Fig. 1: cell outlines without signal wires
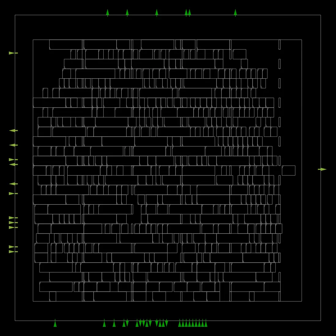
Fig. 2: where the registers sit
Bar = 20 µm. Other sequential cells in the stronger gray, the rest of the logic in the fainter gray.
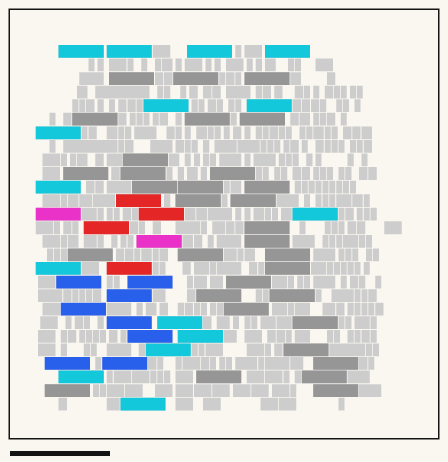
Fig. 3: I/O nets highlighted
Bar = 20 µm.
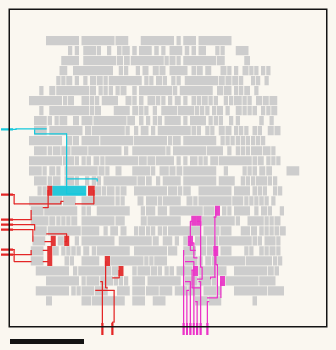
Fig. 4: power grid
Bar = 20 µm. Pins as bars on the die edge. Tap cells in gray.
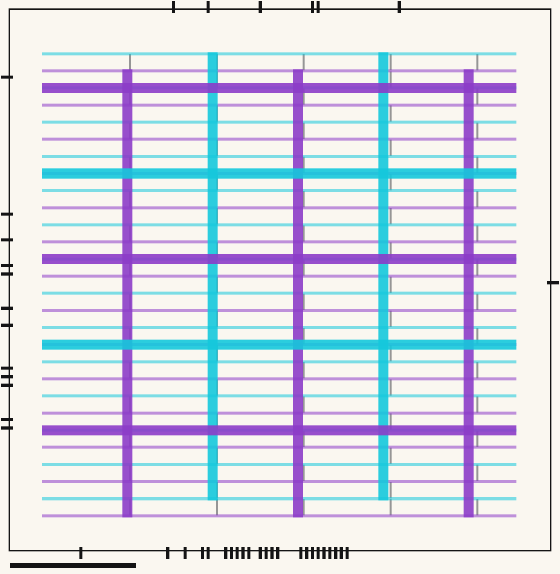
Fig. 5: cell area per tile
Bar = 20 µm. The die is cut into 9 by 9 equal tiles; white is low, dark blue is high, 0 to 100% covered.
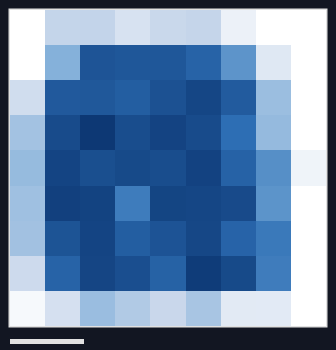
==> config.mk <==
export PLATFORM = sky130hd
export DESIGN_NAME = mul_accumulate_flat
export DESIGN_NICKNAME = d
export VERILOG_FILES = /design/src/rtl/mul_accumulate_if.sv /design/src/rtl/mul_accumulate.sv /design/src/flat_wrapper.sv
export SDC_FILE = /design/constraint.sdc
export NUM_CORES = 1
export LEC_CHECK = 0
export ABC_AREA = 1
export CORE_MARGIN = 5
export CORE_UTILIZATION = 60
export DETAILED_ROUTE_END_ITERATION = 8
export GPL_ROUTABILITY_DRIVEN = 0
export HOLD_SLACK_MARGIN = 0.06
export PLACE_DENSITY = 0.89
export SETUP_SLACK_MARGIN = 0.05
export SYNTH_ARGS = -nofsm -noshare
export SYNTH_HDL_FRONTEND = slang
export SYNTH_SLANG_ARGS = --single-unit
==> constraint.sdc <==
create_clock -name clk -period 4.35 [get_ports clk]
set_input_delay 0.87 -clock clk [delete_from_list [all_inputs] [get_ports clk]]
set_output_delay 0.87 -clock clk [all_outputs]
set_load 0.005 [all_outputs]
==> results.txt <==
Implementation results. The flow ran to the end, and the final reports show no timing, DRC or antenna violations. The power report attributes to the clock group a share of 0.160. Initial antenna violation count landed at 0. The worst setup path is launched from an input pin.

Global routing usage summed across all routing layers landed at 0.263. The skew report gives the latency at the later pin of the worst-skew pair as ~0.34 ns. Multi-input logic area landed at about 1600 µm². Setup repair after global routing left no endpoint under its margin.

The power report puts the leakage power at between 2 and 2.5 nW. Worst setup skew after layout landed at 0.00734 ns. Once detailed placement completed, the half-perimeter wirelength came to between 6 and 7 mm.

Instance count along the most critical hold path landed at 2. Walking the worst path, the cells encountered are clkdlybuf4s50_1, inv_1, nor2_2, buf_4, inv_2, nand2_2, inv_2, a22o_1, o21bai_1. Worst reg2reg path depth landed at 8. Between the synthesized netlist and the finished layout, the area growth was recorded as 19.7%. Count of unresolved DRC violations after routing landed at 0. Looking at the critical path, the highest net fanout was 24. Setup slack after placement landed at between 1 and 1.5 ns.

Post-placement cell area landed at between 3000 and 4000 µm². The report lists the number of cells resized after CTS as 0. Number of failing setup endpoints in the final timing report landed at 0. The script computed a power per unit cell area of between 800 and 900 nW/µm². The clock H-tree reported by CTS has 3 levels. After synthesis, the design contains approximately 460 cells according to Yosys. In this run the remaining antenna-violating nets after routing total 0.

Hold is met by ~0.48 ns. After routing the design area is just over 4000 µm². Average detailed-routed wire length per instance landed at roughly 15 µm. By instance count after routing, the leading logic cell type is nand2_1. Static timing analysis puts the maximum clock frequency at 387 MHz. On the worst path, the slowest cell contributes a delay of between 0.4 and 0.5 ns. Iteration count of the initial detailed-routing pass landed at 5. Per the post-CTS timing run, clock transition at the registers of the reported paths is 0.07 ns.

Per the detail_route report, the via count comes to around 3300. The detailed router finished its first iteration with approximately 270 violations. Entering global routing, the biggest net connects 37 pins. Time the worst path needs with I/O delays and setup landed at approximately 2.6 ns. Final routed wirelength across all metal layers landed at a little under 9 mm.

Number of instances in the placed design landed at 566. Looking at area per cell type in the netlist, the leader is dfrtp_1. The tree is rooted in a clkbuf_8. Sorting the synthesized cells by area gives the leading types as dfrtp_1, nand2_1, nand3_1, inv_1, ha_1. The power report lists cell-internal power as roughly 0.0019 W. The slowest stage of the critical path is the clkdlybuf4s50_1 cell. The synthesized netlist contains 25 unique library cells. After the last flow step, the layout net total stands at around 550. Per the post-synthesis report, the nets total just over 500. Per the OpenROAD floorplan log, the area of the die is roughly 7400 µm². The via count of the first global-routing pass was approximately 3300. Per Yosys stat, the portion of area used by sequential elements is 0.443. The path class of the tightest hold or removal check is flip-flop to flip-flop. Number of synthesized register bits landed at between 60 and 70. Relative max-transition margin landed at 0.390. The switching component of the power was reported as ~0.0016 W. The first global-routing pass estimated ~15 mm of wire. By instance count, the cell type seen most on the critical path is inv_2. Dividing the final minimum period by the clock period gives 0.595. TritonCTS built the clock tree. After filler insertion, the fill cell instance count of the layout stands at just over 400. The script computed the net switching share of total power as 0.455. Number of buffers on the longest clock path landed at 2. Proportion of power drawn by flip-flops and latches landed at 0.296. Number of warning messages in the logs landed at 26.

The worst setup path is of the input pin to flip-flop kind. Critical path buffer and inverter count landed at 5. Counting buffers and inverters, the worst setup path is 9 cells deep. Share of the synthesized area in the top cell type landed at 0.443. Synthesis produced a netlist whose cell count is 464. Buffers added to address setup during post-CTS repair amount to 0. Data arrival time of the critical path landed at 2.80 ns. Count of hold buffers inserted by post-cts repair landed at 0. The worst setup path is captured at a flip-flop. Data required time of the critical path landed at 4.57 ns.

The tool flagged a number of max-cap violations equal to 0. Combinational power share landed at 0.544. The number of clock buffers added by TritonCTS is 9. The warning tally printed by Yosys for this design is 0. After floorplanning, the core was divided into 27 placement rows.

Accumulated negative setup slack landed at 0 ns. In the routed layout, each cell is associated on average with a via count of around 5.7. At the pin with the least slew margin, the transition time is between 0.9 and 1 ns. Setup slack of the worst register-to-register path landed at roughly 2.1 ns. Share of post-route cells with drive strength above 1 landed at 0.0706. Total standard cell area after synthesis landed at around 3400 µm². Across all setup checks in the final design, the least slack found is 1.76 ns. Area of the synthesized netlist per yosys stat landed at between 3000 and 4000 µm². The most common logic cells in the final layout are nand2_1, inv_1, dfrtp_1. The cell family contributing the most delay on the critical path is buffers and inverters.

Final number of hold-violating endpoints landed at 0. Number of pins exceeding their max-slew limit in the final report landed at 0. Mean cell area of the mapped netlist landed at roughly 7.4 µm². The number of clock sinks came to 61. Antenna diode count landed at 0. Global routing finished with a remaining overflow of 0. Total power after layout landed at 0.00354 W.
Back to the opening pictures, Fig. 1:
share of the final layout cell area in sequential cells: 0.370
sequential cell count: 61
core region area: 5540 µm²
Non-Filler Instances: 582
well-tap cell count: 72

Back to the opening pictures, Fig. 2:
[`u_core.state_q`] magenta | sequential cells: 2
[`u_core.bus.product`] cyan | sequential cells: 15
[`u_core.mplier_q`] blue | sequential cells: 8
[`u_core.cnt_q`] red | sequential cells: 4
not colored: 32
register area: 1530 µm²
sequential power: 0.00105 W

Back to the opening pictures, Fig. 3:
[`bus_quotientin`] red | bits: 8 | direction: input | end cells: 8 | buffers: 8 | wire: 123 µm
[`bus_valid`] cyan | bits: 1 | direction: output | end cells: 1 | buffers: 1 | wire: 49.6 µm
[`bus_divisorin`] magenta | bits: 7 | direction: input | end cells: 7 | buffers: 7 | wire: 172 µm
count of buffers from port buffering: 41
boundary pin count: 42

Back to the opening pictures, Fig. 4:
[VSS] purple
[VDD] cyan
rows: 27
tap cells: 72
met1 rails: 28
IR drop worst, VDD: 0.560 mV
die extent in y: 85.8 µm
Die X-Extent: 85.8 µm

Back to the opening pictures, Fig. 5:
fullest tile: 97%
nearly empty tiles: 14%
tiles over 75% full: 48%
densest ninth of the die: middle
mean over tiles: 55%
utilization of the core after routing: 0.745
effective utilization at floorplan: 0.623

==> cells by family after synthesis <==
kind of cell             count (synthesis)  synth area share
AND/OR/NAND/NOR                        251             0.303
XOR/XNOR                                 5            0.0127
AND-OR/OR-AND                           48            0.0871
buffers and inverters                   83            0.0943
flip-flops                              61             0.443
adder cells (fa/ha/maj)                 16            0.0602
==> layout make-up <==
class | instances | area share
clock buffers | 12 | 0.0376
well taps | 72 | 0.0218
multi-input cells | 320 | 0.387
repair buffers | 45 | 0.105
inverters | 68 | 0.0618
clock inverters | 4 | 0.0170
flip-flops and latches | 61 | 0.370
==> worst min-delay path, stage by stage, from the launching register on <==
cell and delay (ns):
dfrtp_1 0.34, nand2_1 0.05, nand2_1 0.05
==> synth_stat cells <==
cell type,n
nand2_1,167
inv_1,64
dfrtp_1,61
nand3_1,51
nor2_1,17
ha_1,15
a21oi_1,12
o21ai_0,12
clkbuf_1,9
or2_2,9
o22ai_1,8
o221ai_1,6
buf_2,5
o211ai_1,5
inv_2,4
nand4_1,4
xnor2_1,3
a22o_1,2
nor2_2,2
o21bai_1,2
xor2_1,2
a22oi_1,1
buf_6,1
fa_1,1
nand2_2,1
==> power groups by stage <==
stage	combinational (W)	clock, W	sequential (W)
2_1_floorplan	0.00139	0	0.000975
3_3_place_gp	0.00179	0	0.00103
3_5_place_dp	0.00187	0	0.00104
4_1_cts	0.00190	0.000570	0.00104
5_1_grt	0.00217	0.000599	0.00108
6_report	0.00192	0.000567	0.00105
==> layer usage <==
layer  vias to the layer above  global-route usage  wire length, µm
met3                        16              0.0528              623
met1                      1572               0.350             3860
met2                       154               0.431             4230
met5                         -                   0                0
met4                         0              0.0863              148
li1                       1560                   -                -
Power and IR drop assume default switching activity.
